### Register map, names as in the netlist, run 1

The bar under the picture is 50 microns long. Other sequential cells in the stronger grey, the rest of the logic in the fainter grey.
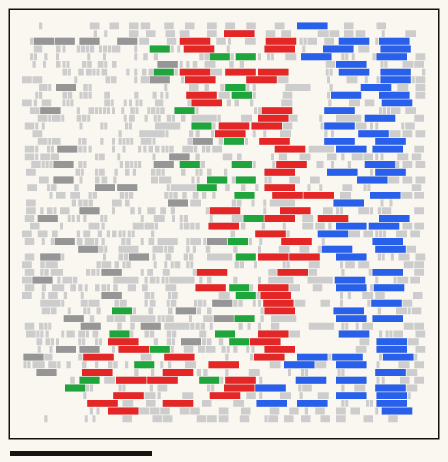
### Routing congestion, run 1

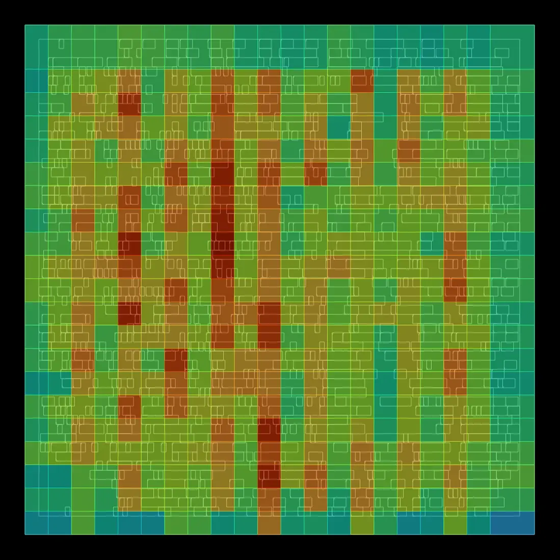
### Routed metal, one colour a layer, run 1

The bar under the picture is 50 microns long.
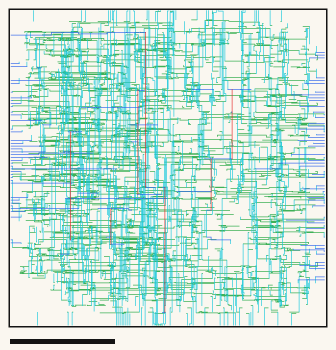
===== config.mk =====
export PLATFORM = sky130hd
export DESIGN_NAME = fetch_ctrl
export DESIGN_NICKNAME = d
export VERILOG_FILES = /design/src/rtl/fetch_ctrl.sv
export SDC_FILE = /design/constraint.sdc
export NUM_CORES = 1
export LEC_CHECK = 0
export ABC_AREA = 1
export CELL_PAD_IN_SITES_DETAIL_PLACEMENT = 0
export CELL_PAD_IN_SITES_GLOBAL_PLACEMENT = 1
export CORE_MARGIN = 4
export CORE_UTILIZATION = 43
export DETAILED_ROUTE_END_ITERATION = 7
export PLACE_DENSITY_LB_ADDON = 0.1
export RECOVER_POWER = 50
export SYNTH_ARGS = -nofsm -noshare
export SYNTH_HDL_FRONTEND = slang
export SYNTH_SLANG_ARGS = --single-unit

===== constraint.sdc =====
create_clock -name clk_i -period 4.8 [get_ports clk_i]
set_input_delay 0.96 -clock clk_i [delete_from_list [all_inputs] [get_ports clk_i]]
set_output_delay 0.96 -clock clk_i [all_outputs]
set_load 0.01 [all_outputs]

===== src/rtl/fetch_ctrl.sv =====
// Fetch sequencer: owns the fetch PC, issues one-word reads to a synchronous-read
// instruction memory and buffers returned instructions with their PCs for decode.
module fetch_ctrl #(
    parameter int              XLEN     = 32,
    parameter logic [XLEN-1:0] RESET_PC = 32'h0000_0000,
    parameter int              DEPTH    = 2
) (
    input  logic            clk_i,
    input  logic            rst_i,
    input  logic            halt_i,
    input  logic            redirect_i,
    input  logic [XLEN-1:0] redirect_pc_i,
    output logic            mem_req_o,
    output logic [XLEN-1:0] mem_addr_o,
    input  logic [XLEN-1:0] mem_rdata_i,
    output logic [XLEN-1:0] instr_o,
    output logic [XLEN-1:0] pc_o,
    output logic            valid_o,
    input  logic            ready_i
);

    localparam int AW = $clog2(DEPTH);
    localparam int CW = AW + 1;
    localparam int OW = AW + 2;

    typedef enum logic [1:0] {
        BOOT = 2'd0,
        RUN  = 2'd1,
        HALT = 2'd2
    } state_e;

    state_e          state_q, state_d;
    logic [XLEN-1:0] pc_q, pc_d;
    logic [XLEN-1:0] req_pc_q, req_pc_d;
    logic            inflight_q, inflight_d;
    logic            kill_q, kill_d;
    logic [AW-1:0]   rd_ptr_q, rd_ptr_d;
    logic [AW-1:0]   wr_ptr_q, wr_ptr_d;
    logic [CW-1:0]   count_q, count_d;
    logic [XLEN-1:0] instr_mem_q [DEPTH];
    logic [XLEN-1:0] pc_mem_q    [DEPTH];

    logic            pop_s;
    logic            push_s;
    logic            flush_s;
    logic            space_s;
    logic [OW-1:0]   occ_s;
    logic            unused_s;

    assign unused_s = ^redirect_pc_i[1:0];

    // State register.
    always_ff @(posedge clk_i) begin
        if (rst_i) begin
            state_q <= BOOT;
        end else begin
            state_q <= state_d;
        end
    end

    // Next-state logic: BOOT is a single settling cycle before fetching starts.
    always_comb begin
        state_d = state_q;
        case (state_q)
            BOOT: state_d = RUN;
            RUN: begin
                if (halt_i) state_d = HALT;
                else        state_d = RUN;
            end
            HALT: begin
                if (!halt_i) state_d = RUN;
                else         state_d = HALT;
            end
            default: state_d = BOOT;
        endcase
    end

    // Outputs: buffer head, and a request gated by occupancy including the
    // response already in flight and the pop happening this cycle.
    always_comb begin
        valid_o    = (count_q != {CW{1'b0}});
        instr_o    = instr_mem_q[rd_ptr_q];
        pc_o       = pc_mem_q[rd_ptr_q];
        mem_addr_o = pc_q;
        pop_s      = valid_o && ready_i;
        occ_s      = OW'(count_q) + OW'(inflight_q) - OW'(pop_s);
        space_s    = (occ_s < OW'(DEPTH));
        mem_req_o  = (state_q == RUN) && !halt_i && !redirect_i && space_s;
    end

    // Datapath next-state: FIFO pointers, fetch PC and in-flight tracking.
    always_comb begin
        flush_s  = redirect_i && (state_q != BOOT);
        push_s   = inflight_q && !kill_q && !flush_s;
        rd_ptr_d = pop_s ? (rd_ptr_q + AW'(1'b1)) : rd_ptr_q;
        if (flush_s) begin
            wr_ptr_d = rd_ptr_d;
            count_d  = {CW{1'b0}};
        end else begin
            wr_ptr_d = push_s ? (wr_ptr_q + AW'(1'b1)) : wr_ptr_q;
            count_d  = count_q + CW'(push_s) - CW'(pop_s);
        end
        if (flush_s) begin
            pc_d = {redirect_pc_i[XLEN-1:2], 2'b00};
        end else if (mem_req_o) begin
            pc_d = pc_q + XLEN'(32'd4);
        end else begin
            pc_d = pc_q;
        end
        req_pc_d   = mem_req_o ? pc_q : req_pc_q;
        inflight_d = mem_req_o;
        kill_d     = flush_s ? inflight_q : 1'b0;
    end

    // Datapath registers and FIFO storage.
    always_ff @(posedge clk_i) begin
        if (rst_i) begin
            pc_q       <= RESET_PC;
            req_pc_q   <= {XLEN{1'b0}};
            inflight_q <= 1'b0;
            kill_q     <= 1'b0;
            rd_ptr_q   <= {AW{1'b0}};
            wr_ptr_q   <= {AW{1'b0}};
            count_q    <= {CW{1'b0}};
            for (int i = 0; i < DEPTH; i++) begin
                instr_mem_q[i] <= {XLEN{1'b0}};
                pc_mem_q[i]    <= {XLEN{1'b0}};
            end
        end else begin
            pc_q       <= pc_d;
            req_pc_q   <= req_pc_d;
            inflight_q <= inflight_d;
            kill_q     <= kill_d;
            rd_ptr_q   <= rd_ptr_d;
            wr_ptr_q   <= wr_ptr_d;
            count_q    <= count_d;
            if (push_s) begin
                instr_mem_q[wr_ptr_q] <= mem_rdata_i;
                pc_mem_q[wr_ptr_q]    <= req_pc_q;
            end
        end
    end

endmodule


==> flow_metrics.env, run 1 <==
# physical design summary
export IMPL_finalWirelength_microns=21020
export IMPL_period_used_pct=87.08
export IMPL_status="finished, violations left"
export IMPL_num_io_pins=167
export IMPL_vias_per_cell=4.832
export IMPL_setup_viol=0
export IMPL_antenna_found_initial=0
export IMPL_fp_utilization_pct=43.67
export IMPL_drive_gt1_share_pct=13.12
export IMPL_final_seq_area_sq_um=5085
export IMPL_layout_area_comb_sq_um=3097
export IMPL_maxCapViolations=3
export IMPL_rrSetupSlack_ps=1600
export IMPL_dp_hpwl_microns=13450
export IMPL_layout_top_cell="nor2_1"
export IMPL_syn2layout_area_growth_pct=26.29
export IMPL_period_needed_ps=4180
export IMPL_die_area_sq_um=22840
export IMPL_violations="capacitance limit, slew limit"
export IMPL_worst_setup_path_start_kind="input port"
export IMPL_ant_nets=0
export IMPL_report_final_slew_viol_count=140
export IMPL_path_max_fanout=3
export IMPL_synth_area_per_cell_sq_um=9.690
export IMPL_synth_warnings=0
export IMPL_grt_max_degree=72
export IMPL_remaining_drc_errors=0
export IMPL_synth_async_sr_flop_share_pct=0
export IMPL_first_pass_iters=4
export IMPL_grt_pass1_vias=6268
export IMPL_ir_worst_vdd_mv=0.2485
export IMPL_logic_family="simple AND/OR/NAND/NOR gates"
export IMPL_cts_repair_resized=0
export IMPL_overflow=0
export IMPL_tool_warnings=30
-- 'Register map, names as in the netlist' (at the start) --
- red: pc_mem_q (flops 60)
- green: req_pc_q (flops 30)
- blue: instr_mem_q (flops 64; where a column on the right)
- not coloured: 38

-- 'Routing congestion' (at the start) --
Top Usage Layer GRT: met2
met1 Use GR: 24.44%
WL/cell: 15.72 microns
GR met2 Demand/Resource: 30.92%
gr usage total: 18.55%

-- 'Routed metal, one colour a layer' (at the start) --
- blue: met3 (wire length 1030 microns)
- green: met1 (wire length 9650 microns)
- cyan: met2 (wire length 10000 microns)
- red: met4 (wire length 310 microns)

[run 1: flip-flops by register name, summed over array words and instances (netlist names)]
| register | count |
|---|---|
| kill_q | 1 |
| instr_mem_q | 64 |
| inflight_q | 1 |
| rd_ptr_q | 1 |
| pc_mem_q | 60 |
| count_q | 2 |
| state_q | 2 |
| wr_ptr_q | 1 |
| mem_addr_o | 30 |
| req_pc_q | 30 |
[run 1: critical path, stage by stage]
cell and delay, ps:
clkdlybuf4s50_1 470, nand2_1 100, inv_1 80, nand2_1 60, o21ai_0 70, nand2_1 80, fa_1 480, nand2_1 60
nor3_2 120, nand2_2 100, inv_2 100, clkdlybuf4s50_1 550
[run 1: power by group]
group / internal [mW] / leakage (nW) / switching [mW] / total, mW
clock: 0.683 / 0.272 / 0.646 / 1.33
sequential: 1.83 / 1.83 / 0.0523 / 1.89
combinational: 0.227 / 2.18 / 0.248 / 0.475
total: 2.74 / 4.28 / 0.946 / 3.69
[run 1: final cells by class]
cell class,instances,area share (%)
Inverter,104,3.509
Tap cell,270,3.037
Clock buffer,18,3.858
Multi-Input combinational cell,569,27.84
Clock inverter,14,1.091
Sequential cell,192,45.71
Timing Repair Buffer,170,14.96
[run 1: Yosys cell counts, types with 2 or more instances]
master,n,share of area [%]
nand3_1,51,2.9
inv_1,100,4.3
ha_1,5,0.71
nand2_2,9,0.64
a21oi_2,7,0.70
xor2_1,3,0.30
nand2_4,2,0.26
o21ai_1,4,0.23
buf_2,23,1.3
nor3_1,2,0.11
dfxtp_1,68,15
and2_1,2,0.14
nor2_2,7,0.50
o21ai_0,41,2.3
nor2_1,172,7.3
nor2_8,2,0.45
a21oi_1,45,2.6
mux2_2,62,7.9
nand2_1,122,5.2
nor2_4,5,0.64
clkbuf_1,11,0.47
a31oi_1,7,0.50
edfxtp_1,124,42
inv_2,4,0.17
nand4_1,8,0.57
buf_4,12,1.0
[run 1: kinds of logic (layout without fill, tap and decap cells)]
kind of cell | after synthesis | in the layout
and+or+nand+nor | 386 | 386
buffers and inverters | 151 | 306
DFF | 192 | 192
AOI/OAI and AO/OA | 107 | 107
xor gates and xnor gates | 4 | 4
adders and majority gates | 6 | 6
muxes | 62 | 62
other | 1 | 4
[run 1: worst max path at each step]
stage	start	endpoint	slack [ps]	cells after the start
2_1_floorplan	redirect_i	instr_mem_q[0][0]	1340	8
3_3_place_gp	ready_i	mem_req_o	610	12
3_5_place_dp	ready_i	mem_req_o	590	12
4_1_cts	ready_i	mem_req_o	590	12
5_1_grt	ready_i	mem_req_o	450	12
6_report	ready_i	mem_req_o	620	12
[run 1: metrics by stage]
stage	cell area [sq um]	power (mW)	hold slack, ps
floorplan	8820	2.170	430.5
detailed placement	10610	2.415	460.6
global route	11120	3.847	498.7
global placement	10610	2.411	459.0
finish	11120	3.689	466.7
CTS	11160	3.744	469.4
[run 1: metal layers]
metal	up-vias	routed length, microns	GRT usage, %	share of wire [%]
met3	19	1030	3.980	4.9
met2	139	10030	30.92	48
li1	3281	-	-	-
met1	3022	9649	24.44	46
met4	0	310	5.394	1.5
met5	-	0	0	0
==> inputs of run 2 (changes only) <==
--- a/config.mk
+++ b/config.mk
@@ -11,3 +11,4 @@
 export CORE_MARGIN = 4
-export CORE_UTILIZATION = 43
+export CORE_UTILIZATION = 45
+export CTS_BUF_LIST = sky130_fd_sc_hd__clkbuf_8
 export DETAILED_ROUTE_END_ITERATION = 7
@@ -15,2 +16,3 @@
 export RECOVER_POWER = 50
+export SETUP_SLACK_MARGIN = 0.05
 export SYNTH_ARGS = -nofsm -noshare
--- a/constraint.sdc
+++ b/constraint.sdc
@@ -3,2 +3,2 @@
 set_output_delay 0.96 -clock clk_i [all_outputs]
-set_load 0.01 [all_outputs]
+set_load 0.05 [all_outputs]
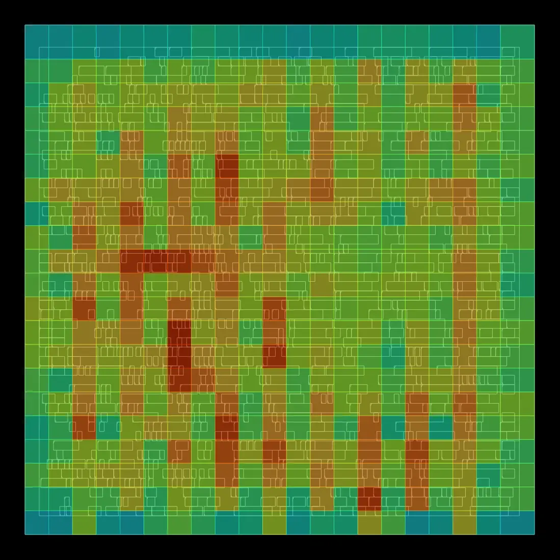
*Routing congestion, run 2*
final core area utilization: 57.70%
gr usage total: 19.36%
GR met2 Demand/Resource: 32.09%
met1 Use GR: 26.81%
grt met3 use: 3.709%

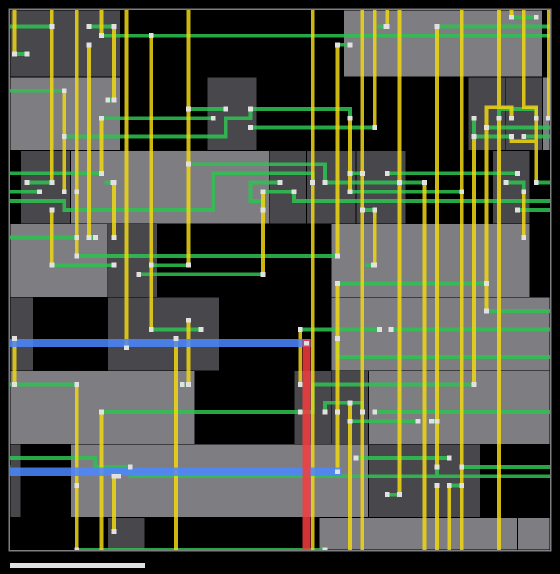
*Layout detail, run 2*
The bar under the picture is 5 microns long. Window x 64 to 84, y 94 to 114 microns. Cells in grey, sequential cells in the stronger grey; small squares are vias.
- red: met4
- green: met1
- blue: met3
- yellow: met2
- cells with their middle in the window: 21
- most frequent: nor2_1 (4), edfxtp_1 (4)
- netlist names of flops here include: pc_mem_q (4), req_pc_q (3)
- sequential cells in the window: 7

==> run 2 against run 1 <==
Against the previous run: the run still ends with capacitance limit, slew limit left; clock power decreased by 25%; synthesized cell count unchanged; via count rose by 1.3%; total power down 3.9%; cell count shrank 0.67%; first-iteration DRC count grew 33%; critical path type is now in -> reg; largest cell class unchanged.
==> flow_metrics.env, run 2 <==
# physical design summary
export IMPL_tool_warnings=30
export IMPL_maxCapViolations=4
export IMPL_grt_pass1_vias=6411
export IMPL_violations="capacitance limit, slew limit"
export IMPL_vias_per_cell=4.928
export IMPL_cts_repair_resized=0
export IMPL_antenna_found_initial=0
export IMPL_period_used_pct=83.71
export IMPL_first_pass_iters=4
export IMPL_report_final_slew_viol_count=230
export IMPL_die_area_sq_um=21880
export IMPL_drive_gt1_share_pct=13.30
export IMPL_final_seq_area_sq_um=5086
export IMPL_largest_register_ffs=64
export IMPL_logic_family="simple AND/OR/NAND/NOR gates"
export IMPL_postPlaceCellArea_sq_um=10620
export IMPL_synth_async_sr_flop_share_pct=0
export IMPL_status="finished, violations left"
export IMPL_num_io_pins=167
export IMPL_ant_nets=0
export IMPL_common_cells="nor2_1 (172), edfxtp_1 (124), nand2_1 (122)"
export IMPL_final_area_sq_um=10940
export IMPL_grt_max_degree=72
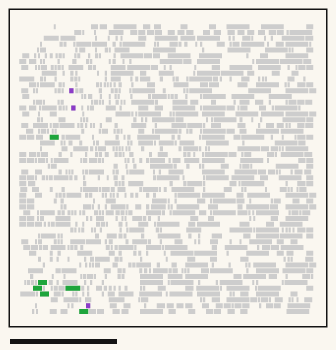
*Selected gate families, run 2*
The bar under the picture is 50 microns long.
- green: adder and majority cells (cells 6; most used ha_1; where bottom left)
- purple: AND and OR gates (cells 3; most used and2_1)
final instance count without filler cells: 1328
Comb area share: 28.27%
most used logic cell in the final layout: nor2_1

==> run 2: netlist changes by cell type in the layout (fill, tap and decap cells not counted), sizes merged <==
cell,previous run,this run
bufinv,0,1
clkbuf,23,24
clkdlybuf4s50,125,157
clkinv,5,4
clkinvlp,1,4
dlygate4sd3,35,2
inv,112,110
==> run 2: kinds of logic after synthesis <==
| group | Yosys count |
|---|---|
| buf+inv | 151 |
| fa+ha+maj | 6 |
| mux | 62 |
| other cells | 1 |
| simple gates | 386 |
| flops | 192 |
| compound gates | 107 |
| xor+xnor | 4 |
==> run 2: how the worst max path moves through the flow <==
stage | startpoint | end | cells after the start
after floorplan | ready_i | mem_req_o | 11
after global placement | ready_i | mem_addr_o[21] | 16
after detailed placement | ready_i | mem_addr_o[31] | 16
after CTS | ready_i | mem_req_o | 12
after global routing | rst_i | pc_mem_q[0][9] | 5
final | rst_i | pc_mem_q[0][6] | 5
==> run 2: layer usage <==
metal / vias to the layer above / part of all wire, % / global-route usage [%]
li1: 3281 / - / -
met5: - / 0 / 0
met4: 0 / 0.65 / 3.880
met1: 3089 / 47 / 26.81
met2: 163 / 48 / 32.09
met3: 11 / 4.6 / 3.709
==> run 2: metrics by stage <==
step / hold slack [ps] / power, mW / instances / setup WS, ps / util (%)
after floorplan: 430.5 / 2.353 / 912 / 1316 / -
after global placement: 452.8 / 2.588 / 1296 / 959.1 / 56.03
after detailed placement: 459.0 / 2.592 / 1296 / 935.9 / 56.03
after CTS: 475.1 / 3.586 / 1328 / 945.4 / 57.98
after global routing: 511.4 / 3.705 / 1328 / 586.6 / 57.70
final: 466.7 / 3.545 / 1328 / 781.8 / 57.70
==> run 2: cell type report <==
class | count | area share, %
tap | 260 | 2.974
sequential | 192 | 46.51
multi-input combinational | 569 | 28.27
timing repair buffer | 171 | 15.30
clock inverter | 15 | 1.247
inverter | 104 | 3.569
clock buffer | 17 | 2.139
==> run 2: worst max-delay path: stages <==
cell and delay (ps):
dlygate4sd3_1 630, nor2_1 810, nand3b_1 230, nand2_2 100, clkbuf_2 1250
==> run 2: power breakdown <==
group | switching, mW | leakage, nW | internal (mW)
combinational | 0.423 | 2.08 | 0.234
sequential | 0.0556 | 1.83 | 1.83
clock | 0.581 | 0.180 | 0.418
total | 1.06 | 4.09 | 2.49
No activity file was given, so power comes from the tool's default toggle rates.
